===== config.mk =====
export PLATFORM = sky130hd
export DESIGN_NAME = lamp_mode_controller
export DESIGN_NICKNAME = d
export VERILOG_FILES = /design/src/rtl/lamp_mode_controller_pkg.sv /design/src/rtl/lamp_mode_controller_push_classifier.sv /design/src/rtl/lamp_mode_controller.sv
export SDC_FILE = /design/constraint.sdc
export NUM_CORES = 1
export LEC_CHECK = 0
export CORE_MARGIN = 10
export CORE_UTILIZATION = 49
export DETAILED_ROUTE_END_ITERATION = 16
export PLACE_DENSITY = 0.8
export SLEW_MARGIN = 20
export SYNTH_ARGS = -nofsm -noshare
export SYNTH_HDL_FRONTEND = slang
export SYNTH_SLANG_ARGS = --single-unit

===== constraint.sdc =====
create_clock -name clk -period 2.06 [get_ports clk]
set_input_delay 0.412 -clock clk [delete_from_list [all_inputs] [get_ports clk]]
set_output_delay 0.412 -clock clk [all_outputs]
set_load 0.01 [all_outputs]

===== src/rtl/lamp_mode_controller_pkg.sv =====
// Shared types and constants for the lamp controller.
// The optional MANUAL_SHUTDOWN_EN build macro is consumed by lamp_mode_controller.
package lamp_ctrl_pkg;

    // One clock cycle per millisecond at the 1 kHz system clock.
    localparam int CYCLES_PER_MS = 1;

    typedef enum logic [1:0] {
        AUTO_OFF,
        AUTO_ON,
        MANUAL_OFF,
        MANUAL_ON
    } lamp_state_t;

    typedef enum logic [1:0] {
        NONE,
        SHORT,
        LONG
    } press_evt_t;

endpackage


===== src/rtl/lamp_mode_controller_push_classifier.sv =====
// Push-button classifier: measures how long the button is held and emits a
// one-cycle SHORT event on release or a one-cycle LONG event while held.
// A button already held when reset is released is ignored until it is let go.
module push_classifier
    import lamp_ctrl_pkg::*;
#(
    parameter int MIN_PRESS_T  = 100,
    parameter int LONG_PRESS_T = 3000
) (
    input  logic       clk,
    input  logic       rst,
    input  logic       push,
    output press_evt_t evt
);

    localparam int TP_W = $clog2(LONG_PRESS_T + 1);
    localparam logic [TP_W-1:0] MIN_TP       = TP_W'(MIN_PRESS_T);
    localparam logic [TP_W-1:0] LONG_TP      = TP_W'(LONG_PRESS_T);
    localparam logic [TP_W-1:0] LONG_TP_LAST = TP_W'(LONG_PRESS_T - 1);

    logic [TP_W-1:0] tp;
    logic            armed;

    // Hold-time counter, saturating at LONG_PRESS_T; cleared on every release.
    always_ff @(posedge clk or posedge rst) begin
        // NOTE: sequential state uses non-blocking assignments so every flop
        // samples the pre-edge values, regardless of statement order.
        if (rst) begin
            tp    <= '0;
            armed <= 1'b0;
        end else if (!push) begin
            armed <= 1'b1;
            tp    <= '0;
        end else if (armed && tp != LONG_TP) begin
            tp <= tp + 1'b1;
        end
    end

    // Event decode: LONG on the sample that brings tp to LONG_PRESS_T,
    // SHORT on the first low sample after a hold of valid length.
    always_comb begin
        // NOTE: default assigned first so no path leaves evt unassigned (no latch).
        evt = NONE;
        if (armed) begin
            if (push && tp == LONG_TP_LAST) begin
                evt = LONG;
            end else if (!push && tp >= MIN_TP && tp < LONG_TP) begin
                evt = SHORT;
            end
        end
    end

endmodule


===== src/rtl/lamp_mode_controller.sv =====
// Lamp mode controller: auto/manual mode FSM driven by classified button
// presses, the presence sensor and the auto-shutdown timer timeout.
// Build macro MANUAL_SHUTDOWN_EN: when defined, the auto-shutdown timer also
// runs in MANUAL_ON and its timeout turns the manual lamp off.
module lamp_mode_controller
    import lamp_ctrl_pkg::*;
#(
    parameter int MIN_PRESS_T  = 100,
    parameter int LONG_PRESS_T = 3000
) (
    input  logic clk,
    input  logic rst,
    input  logic push,
    input  logic infra,
    input  logic C,
    output logic L,
    output logic timer_en,
    output logic manual
);

    press_evt_t  evt;
    lamp_state_t state;
    lamp_state_t state_nxt;

    push_classifier #(
        .MIN_PRESS_T (MIN_PRESS_T),
        .LONG_PRESS_T(LONG_PRESS_T)
    ) u_push_classifier (
        .clk (clk),
        .rst (rst),
        .push(push),
        .evt (evt)
    );

    // Mode state register.
    always_ff @(posedge clk or posedge rst) begin
        if (rst) begin
            state <= AUTO_OFF;
        end else begin
            state <= state_nxt;
        end
    end

    // Next-state logic (priority long > C > short > infra) and Moore outputs.
    always_comb begin
        state_nxt = state;
        L         = 1'b0;
        manual    = 1'b0;
        timer_en  = 1'b0;

        unique case (state)
            AUTO_OFF: begin
                if (evt == LONG)  state_nxt = MANUAL_OFF;
                else if (infra)   state_nxt = AUTO_ON;
            end
            AUTO_ON: begin
                L        = 1'b1;
                timer_en = 1'b1;
                if (evt == LONG)  state_nxt = MANUAL_OFF;
                else if (C)       state_nxt = AUTO_OFF;
            end
            MANUAL_OFF: begin
                manual = 1'b1;
                if (evt == LONG)       state_nxt = AUTO_OFF;
                else if (evt == SHORT) state_nxt = MANUAL_ON;
            end
            MANUAL_ON: begin
                L      = 1'b1;
                manual = 1'b1;
`ifdef MANUAL_SHUTDOWN_EN
                timer_en = 1'b1;
                if (evt == LONG)       state_nxt = AUTO_OFF;
                else if (C)            state_nxt = MANUAL_OFF;
                else if (evt == SHORT) state_nxt = MANUAL_OFF;
`else
                if (evt == LONG)       state_nxt = AUTO_OFF;
                else if (evt == SHORT) state_nxt = MANUAL_OFF;
`endif
            end
            default: state_nxt = AUTO_OFF;
        endcase
    end

endmodule


==> CHANGELOG.md <==
## Flow update

* Top-Level Pins at 8
* Worst setup SP type: flop
* Clk_skew at approximately 0.0033 ns
* Hpwl dp at 1.47 mm
* Post-CTS Setup Bufs at 0
* RSZ-0062 raised after global routing: false
* Outcome: completed
* P_sw at about 220 µW
* Max cap viols at 0
* Clk buf depth at 2
* Final Hold Fails at 0
* Clock Root Buffer: clkbuf_4
* Post-Synth XOR/XNOR Area at around 2.9%
* Worst r2r path cells at 7
* ANT cells at 0
* Tool warnings at 27
* All-Layer GR Usage at 10.1%
* Yosys top cell by instances: dfrtp_1
* Top cells by area: dfrtp_1 41%, a21oi_1 4.4%, ha_1 4.1%
* Fill cells at approximately 150
* Measured slew at the worst slew-check pin at 0.564 ns
[stage by stage]
| step | TNS (ns) | utilization (%) | setup slack, ns | cells | hold slack (ns) |
|---|---|---|---|---|---|
| final | 0 | 61.4 | 0.160 | 137 | 0.459 |
| after global placement | 0 | 59.2 | 0.0467 | 133 | 0.495 |
| after floorplan | 0 | - | 0.279 | 101 | 0.313 |
| after detailed placement | -0.000366 | 59.2 | -0.000366 | 133 | 0.497 |
| after global routing | 0 | 61.4 | 0.00193 | 137 | 0.505 |
| after CTS | 0 | 60.8 | 0.0443 | 137 | 0.491 |
[sequential cells by signal, summed over array words and instances, names as in the netlist]
signal	count
state	2
u_push_classifier.armed	1
u_push_classifier.tp	12
[power groups by stage]
stage | combinational, µW | sequential, µW | clock [µW]
2_1_floorplan | 106 | 351 | 0
3_3_place_gp | 143 | 359 | 0
3_5_place_dp | 152 | 360 | 0
4_1_cts | 153 | 355 | 181
5_1_grt | 175 | 361 | 193
6_report | 152 | 356 | 180
[area by class of cell]
cell class,instances,area share (%)
clock buffer,3,2.10
clock inverter,1,0.467
inverter,8,2.80
multi-input combinational,73,46.3
sequential,15,35.4
tap,25,2.92
timing repair buffer,12,10.0
[metal layers]
| layer | up-vias | global-route usage (%) | wire length [µm] |
|---|---|---|---|
| met5 | - | 0 | 0 |
| met4 | 0 | 4.64 | 25 |
| met2 | 25 | 16.6 | 944 |
| met3 | 4 | 3.18 | 106 |
| met1 | 406 | 11.6 | 909 |
| li1 | 397 | - | - |
[cells by family after synthesis]
family / count (synthesis)
adder cells (fa/ha/maj): 3
XOR/XNOR: 3
buffers and inverters: 13
multiplexers: 1
AND/OR/NAND/NOR: 41
flip-flops: 15
AND-OR/OR-AND: 25
[worst min-delay path by stage]
stage,start,endpoint,slack (ns),cells past startpoint
2_1_floorplan,rst,state[0],0.31,1
3_3_place_gp,u_push_classifier.armed,u_push_classifier.armed,0.49,2
3_5_place_dp,u_push_classifier.armed,u_push_classifier.armed,0.50,2
4_1_cts,rst,u_push_classifier.tp[4],0.49,2
5_1_grt,rst,u_push_classifier.tp[8],0.50,2
6_report,rst,u_push_classifier.tp[8],0.46,2
[cell usage in the layout (no fill, tap or decap), drive strengths merged, types with 3 or more instances in the layout]
master and count:
nand2 8, or4 3, o31ai 3, nand3 4
nor2 6, nand4 5, clkbuf 3, xor2 3
buf 5, clkdlybuf4s50 7, or3 3, ha 3
dfrtp 15, inv 7, a21oi 8, o21ai 3
[critical path, stage by stage (launching register included)]
cell and delay (ns):
dfrtp_2 0.46, and4bb_2 0.36, and2_4 0.18, nor3b_2 0.16, ha_1 0.27, nor3_1 0.18
a21o_1 0.11, a22o_1 0.12
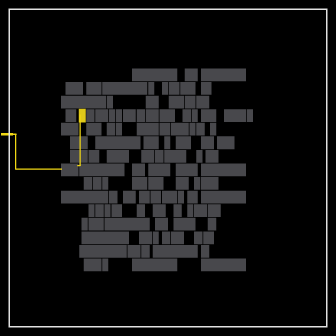
(images/io_fan.png)
colour	port	bits	direction	end cells	buffers	wire
yellow	infra	1	input	1	1	27.5 µm

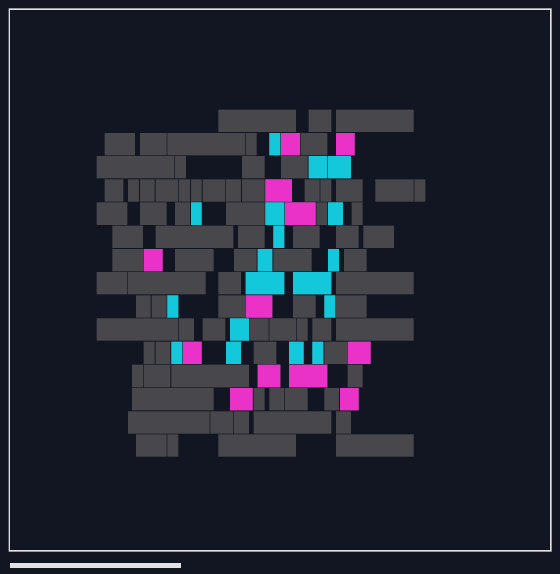
(images/logic_types.png)
Scale bar: 20 µm.
colour	family	cells
cyan	NAND gates	18
magenta	AND and OR gates	12

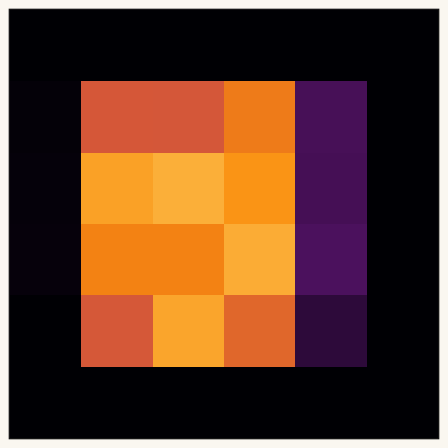
(images/cell_density.png)
6 x 6 tiles, from black (low) to pale yellow (high), 0 to 100% covered.
emptiest ninth of the die	south-east
densest ninth of the die	centre
nearly empty tiles	56%
fullest tile	83%
mean over tiles	26%

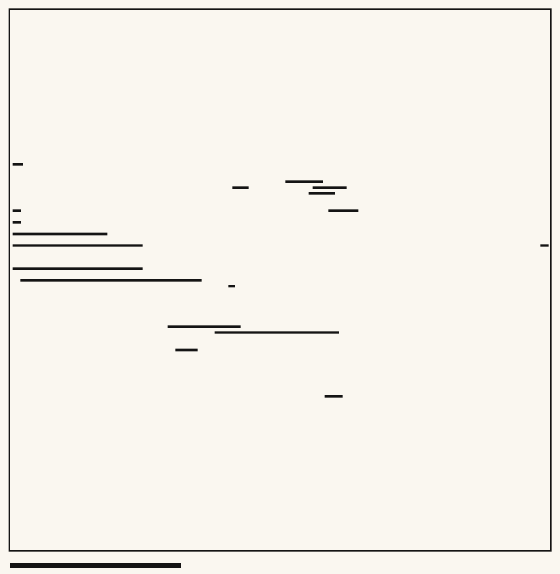
(images/layer_met3.png)
Scale bar: 20 µm.
main direction	horizontal
nets with wire on the layer	16
share of all routed wire	5.4%
longest straight run	20.9 µm
wire length on this layer	107 µm

